File: config.mk
export PLATFORM = sky130hd
export DESIGN_NAME = fetch_stage_flat
export DESIGN_NICKNAME = d
export VERILOG_FILES = /design/src/rtl/fetch_stage_if.sv /design/src/rtl/fetch_stage.sv /design/src/flat_wrapper.sv
export SDC_FILE = /design/constraint.sdc
export NUM_CORES = 1
export LEC_CHECK = 0
export CAP_MARGIN = 15
export CORE_MARGIN = 2
export CORE_UTILIZATION = 53
export CTS_CLUSTER_DIAMETER = 50
export DETAILED_ROUTE_END_ITERATION = 12
export HOLD_SLACK_MARGIN = 0.12
export PLACE_DENSITY_LB_ADDON = 0.08
export SYNTH_ARGS = -nofsm -noshare
export SYNTH_HDL_FRONTEND = slang
export SYNTH_SLANG_ARGS = --single-unit
File: constraint.sdc
create_clock -name clk -period 4.1 [get_ports clk]
set_input_delay 0.41 -clock clk [delete_from_list [all_inputs] [get_ports clk]]
set_output_delay 0.41 -clock clk [all_outputs]
set_load 0.05 [all_outputs]
File: src/rtl/fetch_stage_if.sv
// rtl/fetch_stage_if.sv - fetch stage bus: instruction memory port, hazard/redirect inputs, IF/ID outputs
//
// Signals:
//   imem_addr      fetch -> memory, word address (equals pc)
//   imem_data      memory -> fetch, read data for imem_addr in the same cycle
//   stall          hazard logic -> fetch, hold the whole stage
//   branch_taken   execute -> fetch, redirect request
//   branch_target  execute -> fetch, new pc on redirect
//   instr_out      fetch -> decode, opcode word
//   imm_out        fetch -> decode, immediate word (0 for one-word instructions)
//   pc_out         fetch -> decode, address of the opcode word
//   valid_out      fetch -> decode, IF/ID holds a real instruction
// Modports: master = fetch stage side, slave = surrounding pipeline/memory side.
interface fetch_stage_if #(
    parameter int ADDR_W = 16
);
    logic [ADDR_W-1:0] imem_addr;
    logic [15:0]       imem_data;
    logic              stall;
    logic              branch_taken;
    logic [ADDR_W-1:0] branch_target;
    logic [15:0]       instr_out;
    logic [15:0]       imm_out;
    logic [ADDR_W-1:0] pc_out;
    logic              valid_out;

    modport master (
        output imem_addr,
        input  imem_data,
        input  stall,
        input  branch_taken,
        input  branch_target,
        output instr_out,
        output imm_out,
        output pc_out,
        output valid_out
    );

    modport slave (
        input  imem_addr,
        output imem_data,
        output stall,
        output branch_taken,
        output branch_target,
        input  instr_out,
        input  imm_out,
        input  pc_out,
        input  valid_out
    );
endinterface

File: src/rtl/fetch_stage.sv
// rtl/fetch_stage.sv - instruction fetch stage with PC, two-word assembly FSM and IF/ID register
//
// Ports:
//   clk    rising-edge clock
//   reset  synchronous, active-high reset
//   bus    fetch_stage_if.master: imem_addr/imem_data read port, stall, branch_taken,
//          branch_target, and registered IF/ID outputs instr_out, imm_out, pc_out, valid_out
module fetch_stage #(
    parameter int          ADDR_W   = 16,
    parameter logic [ADDR_W-1:0] RESET_PC = '0,
    parameter logic [15:0] NOP_WORD = 16'h0000
) (
    input  logic          clk,
    input  logic          reset,
    fetch_stage_if.master bus
);
    typedef enum logic {S_OP, S_IMM} state_t;

    state_t            state, state_n;
    logic [ADDR_W-1:0] pc, pc_n;
    logic [15:0]       op_hold, op_hold_n;
    logic [ADDR_W-1:0] op_pc, op_pc_n;
    logic [15:0]       instr_q, instr_n;
    logic [15:0]       imm_q, imm_n;
    logic [ADDR_W-1:0] pc_out_q, pc_out_n;
    logic              valid_q, valid_n;

    always_ff @(posedge clk) begin
        if (reset) begin
            state    <= S_OP;
            pc       <= RESET_PC;
            op_hold  <= '0;
            op_pc    <= '0;
            instr_q  <= NOP_WORD;
            imm_q    <= '0;
            pc_out_q <= '0;
            valid_q  <= 1'b0;
        end else begin
            state    <= state_n;
            pc       <= pc_n;
            op_hold  <= op_hold_n;
            op_pc    <= op_pc_n;
            instr_q  <= instr_n;
            imm_q    <= imm_n;
            pc_out_q <= pc_out_n;
            valid_q  <= valid_n;
        end
    end

    always_comb begin
        state_n   = state;
        pc_n      = pc;
        op_hold_n = op_hold;
        op_pc_n   = op_pc;
        instr_n   = instr_q;
        imm_n     = imm_q;
        pc_out_n  = pc_out_q;
        valid_n   = valid_q;

        if (bus.branch_taken) begin
            // Redirect wins over stall and drops any half-fetched two-word instruction.
            pc_n    = bus.branch_target;
            state_n = S_OP;
            instr_n = NOP_WORD;
            imm_n   = '0;
            valid_n = 1'b0;
        end else if (!bus.stall) begin
            pc_n = pc + 1'b1;
            case (state)
                S_OP: begin
                    if (bus.imem_data[15]) begin
                        // Opcode of a two-word instruction: park it and emit a bubble.
                        op_hold_n = bus.imem_data;
                        op_pc_n   = pc;
                        state_n   = S_IMM;
                        instr_n   = NOP_WORD;
                        imm_n     = '0;
                        valid_n   = 1'b0;
                    end else begin
                        instr_n  = bus.imem_data;
                        imm_n    = '0;
                        pc_out_n = pc;
                        valid_n  = 1'b1;
                    end
                end
                S_IMM: begin
                    instr_n  = op_hold;
                    imm_n    = bus.imem_data;
                    pc_out_n = op_pc;
                    valid_n  = 1'b1;
                    state_n  = S_OP;
                end
                default: state_n = S_OP;
            endcase
        end
    end

    assign bus.imem_addr = pc;
    assign bus.instr_out = instr_q;
    assign bus.imm_out   = imm_q;
    assign bus.pc_out    = pc_out_q;
    assign bus.valid_out = valid_q;
endmodule
File: src/flat_wrapper.sv
// flat-port wrapper written by rule: the top's interface ports become plain ports
module fetch_stage_flat 
#(
    parameter int          ADDR_W   = 16,
    parameter logic [ADDR_W-1:0] RESET_PC = '0,
    parameter logic [15:0] NOP_WORD = 16'h0000
)
  (clk, reset, bus_imem_addr, bus_imem_data, bus_stall, bus_branch_taken, bus_branch_target, bus_instr_out, bus_imm_out, bus_pc_out, bus_valid_out);
  fetch_stage_if #(.ADDR_W(ADDR_W)) bus_i ();
  input  logic clk;
  input  logic reset;
  output wire logic [$bits(bus_i.imem_addr)-1:0] bus_imem_addr;
  input wire logic [$bits(bus_i.imem_data)-1:0] bus_imem_data;
  input wire logic [$bits(bus_i.stall)-1:0] bus_stall;
  input wire logic [$bits(bus_i.branch_taken)-1:0] bus_branch_taken;
  input wire logic [$bits(bus_i.branch_target)-1:0] bus_branch_target;
  output wire logic [$bits(bus_i.instr_out)-1:0] bus_instr_out;
  output wire logic [$bits(bus_i.imm_out)-1:0] bus_imm_out;
  output wire logic [$bits(bus_i.pc_out)-1:0] bus_pc_out;
  output wire logic [$bits(bus_i.valid_out)-1:0] bus_valid_out;
  assign bus_imem_addr = bus_i.imem_addr;
  assign bus_i.imem_data = bus_imem_data;
  assign bus_i.stall = bus_stall;
  assign bus_i.branch_taken = bus_branch_taken;
  assign bus_i.branch_target = bus_branch_target;
  assign bus_instr_out = bus_i.instr_out;
  assign bus_imm_out = bus_i.imm_out;
  assign bus_pc_out = bus_i.pc_out;
  assign bus_valid_out = bus_i.valid_out;
  fetch_stage #(.ADDR_W(ADDR_W), .RESET_PC(RESET_PC), .NOP_WORD(NOP_WORD)) u_core (.clk(clk), .reset(reset), .bus(bus_i));
endmodule
run_1/cell_classes.png
Fill, decap, tap and diode cells in gray.
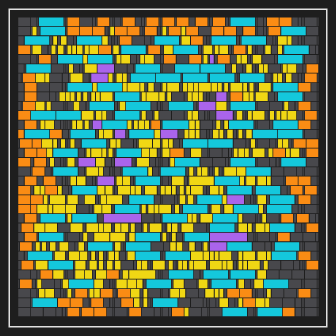
- other buffers and delay cells: orange (cells 104)
- clock drivers and dummy loads: purple (cells 16)
- all other logic: yellow (cells 341)
- flops: cyan (cells 98)
fin util: 0.6952
flop share of the area: 0.3712

run_1/final_placement.png
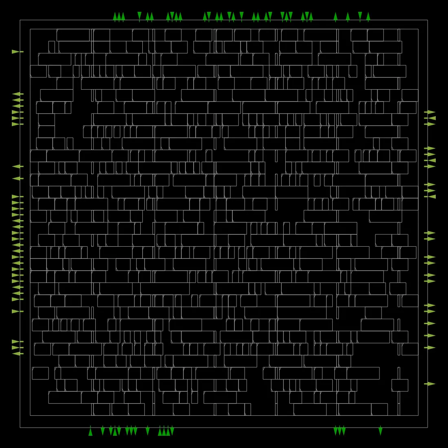
area of the core: 7607 um2
flop count: 98
fillcell total: 631

==> job_summary.md, run 1 <==
## Implementation flow summary

| Metric | Value |
|---|---|
| FF-to-FF Start | `u_core.state$_SDFFE_PP0N_` |
| Comb area | `between 1500 and 2000 um2` |
| MaxCap Viol Count | `0` |
| Top Consumer | `registers` |
| Skew final | `11.50 ps` |
| Max Clock Freq | `~390 MHz` |
| Combinational share of cell area | `0.3589` |
| Adder Area Share | `0.003062` |
| Slew Viols, Final | `0` |
| Setup violators final | `0` |
| Clock Latency Late Sink | `360 ps` |
| Leak | `1.806 nW` |
| Mapped Nets | `approximately 510` |
| Synth Cell Area | `approximately 4000 um2` |
| ANT nets after route | `0` |
| Combinational power | `approximately 0.30 mW` |
| Bufs w/o clock | `104` |
| Int Pwr | `~1.5 mW` |
| Ys cells | `477` |
| Least-Margin Pin Slew | `roughly 1100 ps` |
| Status | `complete, no violations` |
| Clk. pwr | `0.702 mW` |
| Hold-fix buffer count after cts | `0` |
| PwrDens | `roughly 380 nW/um2` |
| Initial antenna violation count | `0` |
| WL/cell | `~14 um` |
| Xor/xnor share | `0.02358` |
| Final Cycle Share | `0.6312` |
run_1/drive_strength.png
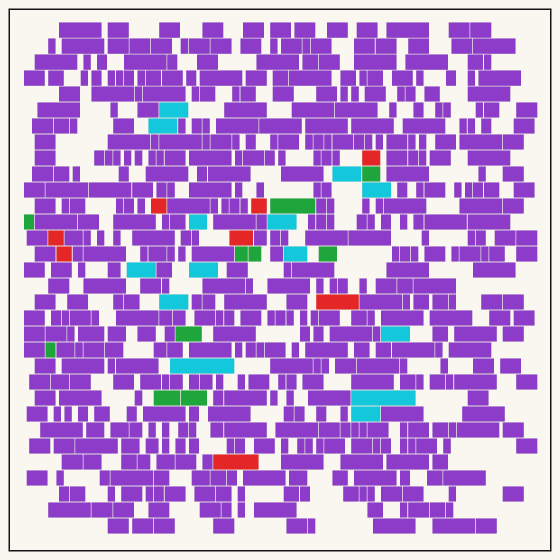
- drive 6 and up: cyan (cells 14; share 2.5%; most used clkbuf_8)
- drive 1 or less: purple (cells 527; share 94%; most used clkdlybuf4s50_1)
- drive 3 to 4: red (cells 8; share 1.4%; most used buf_4)
- drive 2: green (cells 10; share 1.8%; most used nor4_2)
Design Area, Final: 5289 um2
PnR worst setup slack: 1512 ps
Syn-to-layout area delta: 29.42%

run 1: routing by layer:
| metal | GRT usage | wire length [um] | vias to the layer above |
|---|---|---|---|
| met4 | 0.05473 | 81 | 0 |
| met1 | 0.3253 | 4534 | 1679 |
| met2 | 0.3523 | 4312 | 91 |
| met5 | 0 | 0 | - |
| li1 | - | - | 1773 |
| met3 | 0.03862 | 532 | 9 |
run 1: cell usage after synthesis (7+ instances only):
master,n
a211oi_1,16
o21a_1,7
dfxtp_1,98
inv_1,13
mux2i_1,33
a21oi_1,60
a22oi_1,17
buf_2,15
xor2_1,7
nor2_1,73
clkbuf_1,18
nand2_1,69
run 1: worst max-delay path by stage:
stage                                                 end                                 start  slack, ps  cells after the start
finish                 u_core.bus.pc_out[13]$_SDFFE_PP0P_             u_core.state$_SDFFE_PP0N_       1510                      4
global route           u_core.bus.pc_out[13]$_SDFFE_PP0P_             u_core.state$_SDFFE_PP0N_       1240                      4
CTS                    u_core.bus.pc_out[13]$_SDFFE_PP0P_             u_core.state$_SDFFE_PP0N_       1490                      4
detailed placement           u_core.op_pc[6]$_SDFFE_PP0P_                             bus_stall       1390                      5
global placement          u_core.op_hold[11]$_SDFFE_PP0P_                             bus_stall       1480                      5
floorplan           u_core.bus.imem_addr[12]$_SDFFE_PP0P_  u_core.bus.imem_addr[0]$_SDFFE_PP0P_       2180                      5
run 1: through the flow:
stage	cell area (um2)	power [mW]
finish	5289	2.023
global route	5289	2.095
CTS	5289	2.031
floorplan	4086	1.232
global placement	5051	1.336
detailed placement	5062	1.343
run 1: critical path: cells and delay by family, from the launching register on:
family,cells,cell delay (ps)
DFF,1,1000
AOI/OAI and AO/OA,2,1170
and+or+nand+nor,1,90
buffers and inverters,1,230
## Run 2: what changed since run 1
CORE_UTILIZATION = 44   (was 53)
clock period = 2.1 ns   (was 4.1 ns; I/O delays follow)
run_2/port_nets.png
Bar = 20 um.
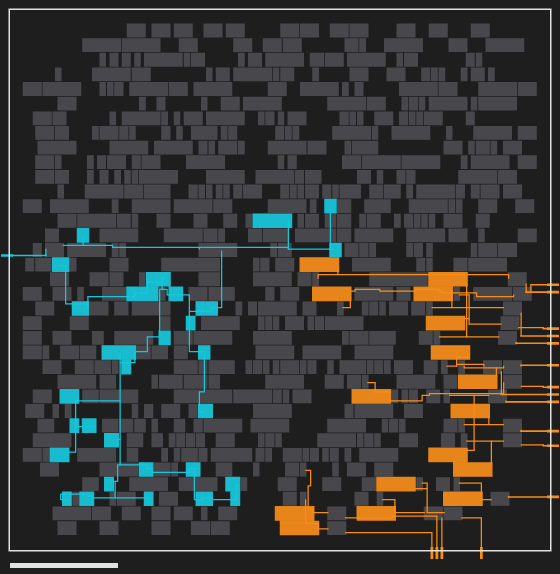
- bus_branch_taken: cyan (bits 1; direction input; edge left; end cells 37; wire 285 um)
- bus_pc_out: orange (bits 16; direction output; edge 12 right, 4 bottom; end cells 16; wire 405 um)

run_2/final_placement.png
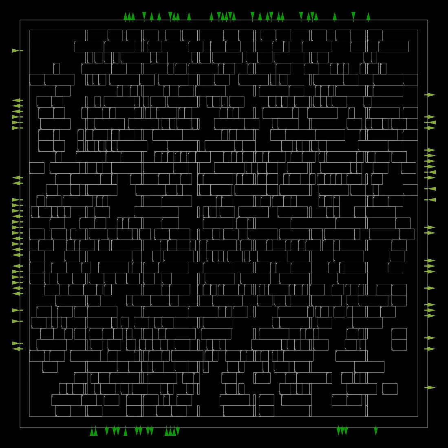
fin util: 0.5982
fillcell total: 825

run_2/drive_strength.png
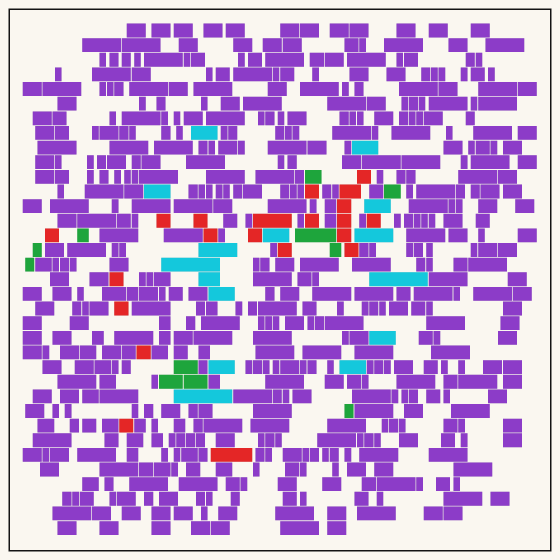
- drive 6 and up: cyan (cells 15; share 2.6%; most used clkbuf_8)
- drive 2: green (cells 11; share 1.9%; most used nor4_2)
- drive 3 to 4: red (cells 21; share 3.7%; most used buf_4)
- drive 1 or less: purple (cells 527; share 92%; most used clkdlybuf4s50_1)
Syn-to-layout area delta: 33.34%
bufs w/o clock: 119
PnR worst setup slack: 70.95 ps

==> run 2 against run 1 <==
Effect of this change:
- flip-flop count stayed put
- clock power is 110% higher
- cell area is 3.0% higher
- critical path depth is 3 lower
- combinational power is 110% higher
- sequential share of layout area is 1.1 points lower
- wire length is 2.2% higher
- non-clock buffer count is 15 higher
- worst hold slack worse by 94 ps
- via count is 0.51% lower
==> job_summary.md, run 2 <==
## Implementation flow summary

| Metric | Value |
|---|---|
| Setup violators final | `0 (unchanged)` |
| MaxCap Viol Count | `0 (unchanged)` |
| FF-to-FF Start | `u_core.bus.imem_addr[2]$_SDFFE_PP0P_` |
| Worst path top cell family by delay | `buffers and inverters` |
| Critical path origin | `u_core.bus.imem_addr[4]$_SDFFE_PP0P_` |
| Skew final | `8.276 ps (-3.224 ps)` |
| Initial antenna violation count | `0 (unchanged)` |
| Mapped Nets | `514 (unchanged)` |
| Hold Violations, Final | `0` |
| Reg area | `around 2000 um2` |
| Buf/Inv on CP | `1 (unchanged)` |
| Worst-case clock buffer depth | `2` |
| Yosys cell types | `40` |
| ANT nets after route | `0 (unchanged)` |
| Slew Viols, Final | `0 (unchanged)` |
| CP Depth | `1 (-3)` |
| Area after DPL | `5207 um2 (+2.9%)` |
| Top post-synthesis cells by count | `dfxtp_1, nor2_1, nand2_1` |
| CTS clock-pin slew for the worst setup and hold paths | `approximately 90 ps` |
| Ys cells | `477 (unchanged)` |
| Final Cycle Share | `0.9662` |
| Pwr Total | `4.052 mW (+100%)` |
| Hold-fix buffer count after cts | `0 (unchanged)` |
| Hold crit path type | `in -> reg` |
| Top Layout Cells | `clkdlybuf4s50_1, dfxtp_1, nor2_1` |
| Hold Crit Depth | `3` |
| RD Place Congestion | `roughly 0.8` |
| Synth Cell Area | `4086 um2 (unchanged)` |
| Clock Latency Late Sink | `350 ps (about the same)` |
| Least-Margin Pin Slew | `679.1 ps (-377.8 ps)` |
| I/O Buffers | `100` |
| Most frequent cell after synthesis | `dfxtp_1` |
| WL/cell | `14.11 um (-1.4%)` |
| # diodes | `0` |
| Max Clock Freq | `around 490 MHz` |
| Leak | `1.895 nW (+4.9%)` |
| Area of the core | `9109 um2 (+20%)` |
| Design Area, Final | `5449 um2 (+3.0%)` |
| Comb area | `1898 um2 (unchanged)` |
| CP Max Fanout | `8` |
| Status | `complete, no violations` |
## run 2: cell type report
cell class,count,share of cell area
Sequential cell,98,0.3603
Multi-Input combinational cell,328,0.3483
Timing Repair Buffer,119,0.2126
Tap cell,111,0.02549
Clock buffer,10,0.02342
Clock inverter,6,0.02090
Inverter,13,0.008955
## run 2: power by group
part           switching (mW)  internal (mW)  leakage [nW]
logic                   0.377          0.248         0.978
registers              0.0578           1.92         0.798
clock network           0.650          0.799         0.118
total                    1.08           2.97          1.89
## run 2: cell families after synthesis
family	synth area share
AOI/OAI and AO/OA	0.1626
muxes	0.08083
and+or+nand+nor	0.1926
xor gates and xnor gates	0.02358
buffers and inverters	0.05725
adders and majority gates	0.003061
DFF	0.4801
## run 2: stage by stage
stage                       util  instances
after global placement    0.5717        669
after floorplan                -        477
after CTS                 0.5982        685
after global routing      0.5982        685
after detailed placement  0.5717        669
final                     0.5982        685
## run 2: layer usage
metal  global-route usage  wire length [um]
met1               0.3079              4872
met2               0.2741              4153
met3              0.03969               590
met4              0.04742                51
met5                    0                 0
## run 2: final timing paths
path,endpoint,slack (ps)
worst min register to register,u_core.op_hold[8]$_SDFFE_PP0P_,460
worst max-delay path,bus_imem_addr[4],70
worst min-delay path,u_core.state$_SDFFE_PP0N_,360
worst max register to register,u_core.bus.imem_addr[14]$_SDFFE_PP0P_,400
Power and IR drop assume default switching activity.
